==> images/final_placement.png <==
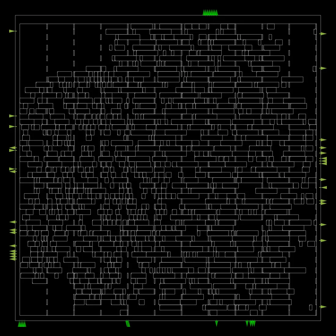
==> images/metal_stack.png <==
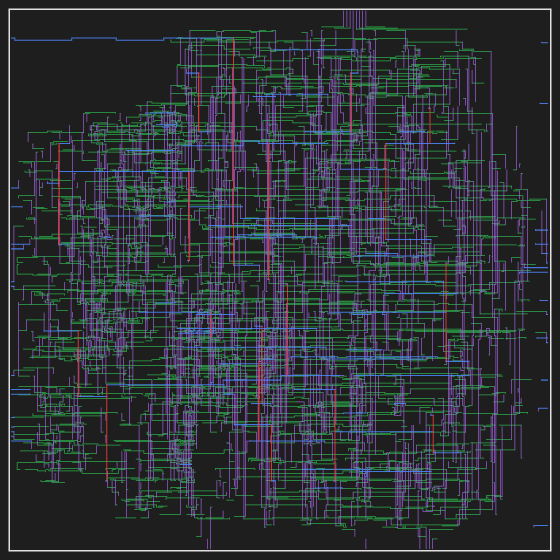
==> images/met1.png <==
Supply wires on this layer in grey.
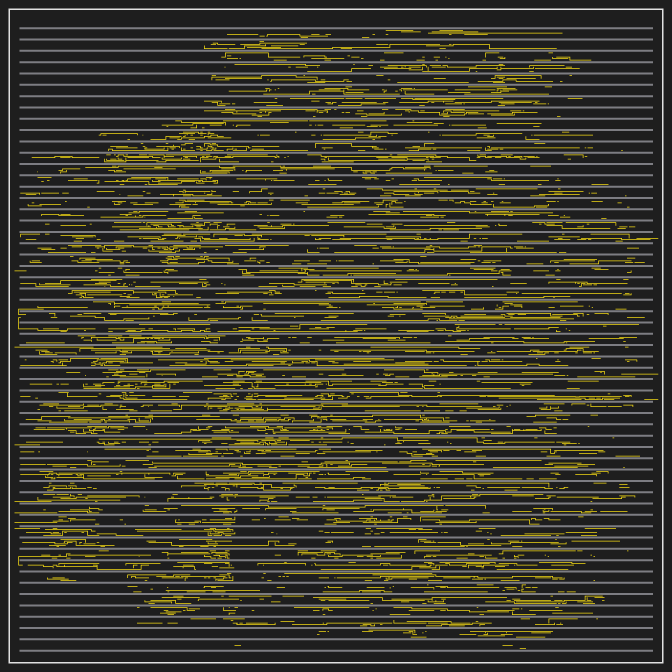
==> images/cell_classes.png <==
Bar = 50 um. Fill, decap, tap and diode cells in grey.
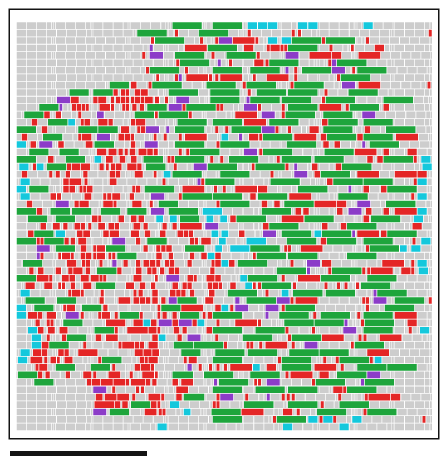
$ cat src/rtl/l7_match_collector_if.sv
`default_nettype none
// ============================================================================
// Module      : l7_match_collector_if
// Description : Record stream between the match collector and its consumer.
//               Master drives valid and the record fields, slave drives ready.
// Revision    : 1.0 - initial release
// ============================================================================
interface l7_match_collector_if #(
  parameter int OFF_W = 16
) ();
  logic             m_valid;
  logic             m_ready;
  logic             m_last;
  logic [OFF_W-1:0] m_offset;
  logic [3:0]       m_hit;
  logic [3:0]       m_suffix;

  modport master (output m_valid, m_last, m_offset, m_hit, m_suffix,
                  input  m_ready);
  modport slave  (input  m_valid, m_last, m_offset, m_hit, m_suffix,
                  output m_ready);
endinterface
`default_nettype wire

$ cat src/rtl/l7_match_collector.sv
`default_nettype none
// ============================================================================
// Module      : l7_match_collector
// Description : Aligns byte framing with the Cuckoo compare outputs, emits one
//               record per matching byte plus a per-packet summary record, and
//               buffers records in a first-word-fall-through FIFO.
//               Optional feature macro: L7_NOCASE_EN (nocase hits/suffixes).
// Revision    : 1.0 - initial release
// ============================================================================
module l7_match_collector #(
  parameter int PIPE_LAT   = 4,
  parameter int OFF_W      = 16,
  parameter int FIFO_DEPTH = 8
) (
  input  wire logic                 clk,
  input  wire logic                 rst,
  input  wire logic                 enable_i,
  input  wire logic                 sop_i,
  input  wire logic                 eop_i,
  input  wire logic [1:0]           compare_out_i,
  input  wire logic [1:0]           suffix_i,
  input  wire logic [1:0]           compare_out_nocase_i,
  input  wire logic [1:0]           suffix_nocase_i,
  l7_match_collector_if.master      m_if,
  output logic      [7:0]           ovf_cnt_o,
  output logic                      proto_err_o
);

  localparam int                AW        = $clog2(FIFO_DEPTH);
  localparam int                REC_W     = 1 + OFF_W + 8;
  localparam logic [AW:0]       C_DEPTH   = (AW+1)'(FIFO_DEPTH);
  localparam logic [OFF_W-1:0]  C_OFF_MAX = '1;

  typedef enum logic [1:0] {
    IDLE    = 2'd0,
    IN_PKT  = 2'd1,
    SUMMARY = 2'd2
  } state_t;

  // ---------------------------------------------------------------- signals
  logic [2:0]       line_q [PIPE_LAT];
  logic             v_dly, sop_dly, eop_dly;
  logic [1:0]       nc_cmp, nc_sfx;
  logic [3:0]       hit_bits, sfx_bits;

  state_t           state_q, state_d;
  logic             push_sum, take_byte, push_hit;
  logic             perr_d, perr_q;

  logic [OFF_W-1:0] off_q, off_d, byte_off;
  logic [7:0]       mcnt_q, mcnt_d, cnt_base;

  logic [REC_W-1:0] mem_q [FIFO_DEPTH];
  logic [AW-1:0]    wr_q, rd_q, wr_nxt;
  logic [AW:0]      fcnt_q, free;
  logic [REC_W-1:0] rec_hit, rec_sum, rec0, rec1, head;
  logic             want0, want1, acc0, acc1, pop, valid;
  logic [1:0]       n_acc, drops;
  logic [7:0]       ovf_q;
  logic [8:0]       ovf_sum;

  // Nocase compare bits only take part when the feature is compiled in.
`ifdef L7_NOCASE_EN
  assign nc_cmp = compare_out_nocase_i;
  assign nc_sfx = suffix_nocase_i;
`else
  logic unused_nocase;
  assign nc_cmp        = 2'b00;
  assign nc_sfx        = 2'b00;
  assign unused_nocase = ^{compare_out_nocase_i, suffix_nocase_i};
`endif

  assign hit_bits = {nc_cmp, compare_out_i};
  assign sfx_bits = {nc_sfx, suffix_i};

  // Delay line carrying {enable, sop, eop} so framing lines up with compares.
  always_ff @(posedge clk) begin
    if (!rst) begin
      for (int i = 0; i < PIPE_LAT; i++) line_q[i] <= 3'b000;
    end else begin
      line_q[0] <= {enable_i, sop_i, eop_i};
      for (int i = 1; i < PIPE_LAT; i++) line_q[i] <= line_q[i-1];
    end
  end

  assign v_dly   = line_q[PIPE_LAT-1][2];
  assign sop_dly = line_q[PIPE_LAT-1][1];
  assign eop_dly = line_q[PIPE_LAT-1][0];

  // Packet framing state register.
  always_ff @(posedge clk) begin
    if (!rst) state_q <= IDLE;
    else      state_q <= state_d;
  end

  // Framing decode: which bytes belong to a packet, summary push, errors.
  always_comb begin
    state_d   = state_q;
    push_sum  = 1'b0;
    take_byte = 1'b0;
    perr_d    = 1'b0;
    case (state_q)
      IDLE: begin
        if (v_dly) begin
          if (sop_dly) begin
            take_byte = 1'b1;
            state_d   = eop_dly ? SUMMARY : IN_PKT;
          end else begin
            perr_d = 1'b1;
          end
        end
      end
      IN_PKT: begin
        if (v_dly) begin
          take_byte = 1'b1;
          perr_d    = sop_dly;
          if (eop_dly) state_d = SUMMARY;
        end
      end
      SUMMARY: begin
        // Summary goes out this cycle even if a new packet starts alongside.
        push_sum = 1'b1;
        state_d  = IDLE;
        if (v_dly) begin
          if (sop_dly) begin
            take_byte = 1'b1;
            state_d   = eop_dly ? SUMMARY : IN_PKT;
          end else begin
            perr_d = 1'b1;
          end
        end
      end
      default: state_d = IDLE;
    endcase
  end

  assign push_hit = take_byte & (|hit_bits);

  // Offset of the current byte is the counter before its own increment.
  assign byte_off = sop_dly ? '0 : off_q;
  assign cnt_base = sop_dly ? 8'd0 : mcnt_q;

  // Next values for the offset counter and the per-packet match count.
  always_comb begin
    off_d  = off_q;
    mcnt_d = mcnt_q;
    if (v_dly) begin
      off_d = (byte_off == C_OFF_MAX) ? C_OFF_MAX : byte_off + OFF_W'(1);
    end
    if (take_byte) begin
      mcnt_d = (push_hit && cnt_base != 8'hFF) ? cnt_base + 8'd1 : cnt_base;
    end
  end

  // Offset counter, match counter and the registered error pulse.
  always_ff @(posedge clk) begin
    if (!rst) begin
      off_q  <= '0;
      mcnt_q <= 8'd0;
      perr_q <= 1'b0;
    end else begin
      off_q  <= off_d;
      mcnt_q <= mcnt_d;
      perr_q <= perr_d;
    end
  end

  // Up to two records per cycle: the pending summary first, then a hit.
  assign rec_hit = {1'b0, byte_off, hit_bits, sfx_bits};
  assign rec_sum = {1'b1, OFF_W'(mcnt_q), 8'h00};
  assign want0   = push_sum | push_hit;
  assign want1   = push_sum & push_hit;
  assign rec0    = push_sum ? rec_sum : rec_hit;
  assign rec1    = rec_hit;

  assign valid   = (fcnt_q != '0);
  assign pop     = valid & m_if.m_ready;
  assign free    = C_DEPTH - fcnt_q + {{AW{1'b0}}, pop};
  assign acc0    = want0 && (free != '0);
  assign acc1    = want1 && (free > (AW+1)'(1));
  assign n_acc   = {1'b0, acc0} + {1'b0, acc1};
  assign drops   = {1'b0, want0 & ~acc0} + {1'b0, want1 & ~acc1};
  assign ovf_sum = {1'b0, ovf_q} + {7'd0, drops};
  assign wr_nxt  = wr_q + AW'(1);

  // FIFO pointers, occupancy and saturating drop counter.
  always_ff @(posedge clk) begin
    if (!rst) begin
      wr_q   <= '0;
      rd_q   <= '0;
      fcnt_q <= '0;
      ovf_q  <= 8'd0;
    end else begin
      wr_q   <= wr_q + AW'(n_acc);
      rd_q   <= rd_q + AW'(pop);
      fcnt_q <= fcnt_q + (AW+1)'(n_acc) - (AW+1)'(pop);
      ovf_q  <= ovf_sum[8] ? 8'hFF : ovf_sum[7:0];
    end
  end

  // Record storage; contents are don't-care until pointed at by rd_q.
  always_ff @(posedge clk) begin
    if (acc0) mem_q[wr_q]   <= rec0;
    if (acc1) mem_q[wr_nxt] <= rec1;
  end

  // Head record is forced to zero while the FIFO is empty.
  assign head            = valid ? mem_q[rd_q] : '0;
  assign m_if.m_valid    = valid;
  assign m_if.m_last     = head[REC_W-1];
  assign m_if.m_offset   = head[REC_W-2 -: OFF_W];
  assign m_if.m_hit      = head[7:4];
  assign m_if.m_suffix   = head[3:0];
  assign ovf_cnt_o       = ovf_q;
  assign proto_err_o     = perr_q;

endmodule
`default_nettype wire

$ cat src/flat_wrapper.sv
// flat-port wrapper written by rule: the top's interface ports become plain ports
module l7_match_collector_flat 
#(
  parameter int PIPE_LAT   = 4,
  parameter int OFF_W      = 16,
  parameter int FIFO_DEPTH = 8
)
  (clk, rst, enable_i, sop_i, eop_i, compare_out_i, suffix_i, compare_out_nocase_i, suffix_nocase_i, ovf_cnt_o, proto_err_o, m_if_m_valid, m_if_m_last, m_if_m_offset, m_if_m_hit, m_if_m_suffix, m_if_m_ready);
  l7_match_collector_if #(.OFF_W(OFF_W)) m_if_i ();
  input  wire logic clk;
  input  wire logic rst;
  input  wire logic enable_i;
  input  wire logic sop_i;
  input  wire logic eop_i;
  input  wire logic [1:0] compare_out_i;
  input  wire logic [1:0] suffix_i;
  input  wire logic [1:0] compare_out_nocase_i;
  input  wire logic [1:0] suffix_nocase_i;
  output logic      [7:0] ovf_cnt_o;
  output logic proto_err_o;
  output wire logic [$bits(m_if_i.m_valid)-1:0] m_if_m_valid;
  output wire logic [$bits(m_if_i.m_last)-1:0] m_if_m_last;
  output wire logic [$bits(m_if_i.m_offset)-1:0] m_if_m_offset;
  output wire logic [$bits(m_if_i.m_hit)-1:0] m_if_m_hit;
  output wire logic [$bits(m_if_i.m_suffix)-1:0] m_if_m_suffix;
  input wire logic [$bits(m_if_i.m_ready)-1:0] m_if_m_ready;
  assign m_if_m_valid = m_if_i.m_valid;
  assign m_if_m_last = m_if_i.m_last;
  assign m_if_m_offset = m_if_i.m_offset;
  assign m_if_m_hit = m_if_i.m_hit;
  assign m_if_m_suffix = m_if_i.m_suffix;
  assign m_if_i.m_ready = m_if_m_ready;
  l7_match_collector #(.PIPE_LAT(PIPE_LAT), .OFF_W(OFF_W), .FIFO_DEPTH(FIFO_DEPTH)) u_core (.clk(clk), .rst(rst), .enable_i(enable_i), .sop_i(sop_i), .eop_i(eop_i), .compare_out_i(compare_out_i), .suffix_i(suffix_i), .compare_out_nocase_i(compare_out_nocase_i), .suffix_nocase_i(suffix_nocase_i), .m_if(m_if_i), .ovf_cnt_o(ovf_cnt_o), .proto_err_o(proto_err_o));
endmodule
$ cat config.mk
export PLATFORM = sky130hd
export DESIGN_NAME = l7_match_collector_flat
export DESIGN_NICKNAME = d
export VERILOG_FILES = /design/src/rtl/l7_match_collector_if.sv /design/src/rtl/l7_match_collector.sv /design/src/flat_wrapper.sv
export SDC_FILE = /design/constraint.sdc
export NUM_CORES = 1
export LEC_CHECK = 0
export CORE_MARGIN = 2
export CORE_UTILIZATION = 45
export CTS_BUF_LIST = sky130_fd_sc_hd__clkbuf_8
export DETAILED_ROUTE_END_ITERATION = 7
export MAX_ROUTING_LAYER = met4
export PLACE_DENSITY = 0.6
export SYNTH_ARGS = -nofsm -noshare
export SYNTH_HDL_FRONTEND = slang
export SYNTH_SLANG_ARGS = --single-unit
$ cat constraint.sdc
create_clock -name clk -period 4.97 [get_ports clk]
set_clock_uncertainty 0.2 [all_clocks]
set_input_delay 0.497 -clock clk [delete_from_list [all_inputs] [get_ports clk]]
set_output_delay 0.497 -clock clk [all_outputs]
set_load 0.02 [all_outputs]
==> run notes <==
Implementation status.

- The post-placement setup slack is 0.742 ns.
- The worst max-slew margin expressed relative to the limit is 31.3%.
- The most instantiated flip-flop cell in the synthesis netlist is sky130_fd_sc_hd__edfxtp_1.
- The power density normalized to cell area is roughly 420 nW/um2.
- The post-detailed-routing wire length is 25,300 um.
- Yosys printed 0 warnings.
- The count of cells resized by post-cts repair is 0.
- The clock net sink count is 225.
- The worst hold slack is 0.228 ns.
- The end of the worst hold path is u_core.state_q[1]$_SDFFE_PN0P_.
- The width of the die is 157 um.
- The routed design uses roughly 12,000 um of met2 wire.
- The TritonCTS clock tree is yes.
- Per the OpenROAD timing report, the critical path contains 18 cells.
- The chip occupies 24,600 um2.
- Including well taps, the total number of placed cells is 1,218.
- In this run the count of I/O pins placed on the die edge is 49.
- The netlist uses 54 different library cells.
- The worst setup path is launched from a flip-flop.
- STA classifies the critical path endpoint as a flip-flop.
- The via count of the first global-routing pass is 6,997.
- In the global route stage, overall resource usage came out at ~22%.
- The total grt overflow is 0.
- Counting cells, the worst reg-to-reg path comes to 18.
- The maximum fanout along the worst path is 7.
- Based on the critical path, the design can be clocked at up to 0.238 GHz.
- The area share of the largest cell type after synthesis is 45.8%.
- The clock tree synthesis step divided the H-tree into 2 levels.
- The critical path endpoint has a required time of around 5.3 ns.
- The delay contributed by the slowest stage of the critical path is between 0.4 and 0.5 ns.
- The flow ran to the end, and the final reports show no timing, DRC or antenna violations.
- The clock root buffer is sky130_fd_sc_hd__clkbuf_8.
- The final setup slack of the worst path is 0.760 ns.
- In this run, the number of DRC markers left after iteration 0 of detailed routing was 557.
- The count of buffering cells on the critical path with inverters included is 4.
- The number of buffers added by the clock tree synthesis step is roughly 40.
- For this run, asynchronously set or reset flops after synthesis account for 0%.
- The total number of nets in the final design is 980.
- The pin count of the biggest net entering global routing is 37.
- In this run, flip-flops and latches consume 41.9% of the power.
- The count of library flops with an enable pin is 160.
About final_placement.png:
registers: 225
final instance count without filler cells: 1,290
area of the placeable core: 22,800 um2
row count: 55

About metal_stack.png:
- met1: green (wire length 11,600 um)
- met3: blue (wire length 1,200 um)
- met2: purple (wire length 12,100 um)
- met4: red (wire length 441 um)

About met1.png:
- nets with wire on the layer: 934
- share of all routed wire: 46%

About cell_classes.png:
- flip-flops: green (cells 225)
- other buffers and delay cells: cyan (cells 70)
- clock drivers and dummy loads: purple (cells 72)
- all other logic: red (cells 610)

## logic make-up (layout without fill, tap and decap cells)
kind of cell	after synthesis	count (layout)	share of synthesized area (%)
xor+xnor	17	17	1.42
simple gates	381	381	17.9
other cells	1	4	0.0357
fa+ha+maj	19	19	2.48
buf+inv	76	168	2.89
flops	225	225	58.2
compound gates	96	96	5.72
mux	67	67	11.4
## metrics by stage
step	instance area [um2]	utilization, %
6_report	12100	53.1
4_1_cts	12100	53.1
5_1_grt	12100	53.1
3_3_place_gp	11400	49.9
2_1_floorplan	10500	-
3_5_place_dp	11400	49.9
## routing by layer
layer	track usage, %	up-vias
met5	-	-
met4	5.55	0
met3	3.52	46
met2	34.9	169
met1	29.5	3484
li1	-	3341
## sequential cells by signal, summed over array words and instances (netlist names)
register / cells
u_core.state_q: 2
u_core.fcnt_q: 4
u_core.rd_q: 3
u_core.mem_q: 168
u_core.proto_err_o: 1
u_core.mcnt_q: 8
u_core.off_q: 16
u_core.wr_q: 3
u_core.ovf_cnt_o: 8
u_core.line_q: 12
## power by group through the flow
stage | clock, mW | combinational [mW] | sequential, mW
global placement | 0 | 1.36 | 2.14
floorplan | 0 | 0.926 | 2.06
detailed placement | 0 | 1.36 | 2.15
CTS | 1.62 | 1.36 | 2.11
global route | 1.70 | 1.45 | 2.11
finish | 1.58 | 1.34 | 2.11
## area by class of cell
class                      count  area, um2
fill                        2018      10700
multi-input combinational    584       4100
clock buffer                  45        619
timing repair buffer          70        663
tap                          313        392
sequential                   225       6110
inverter                      26       97.6
clock inverter                27        115
Power figures rest on the tool's default switching activity, not on a simulated workload.
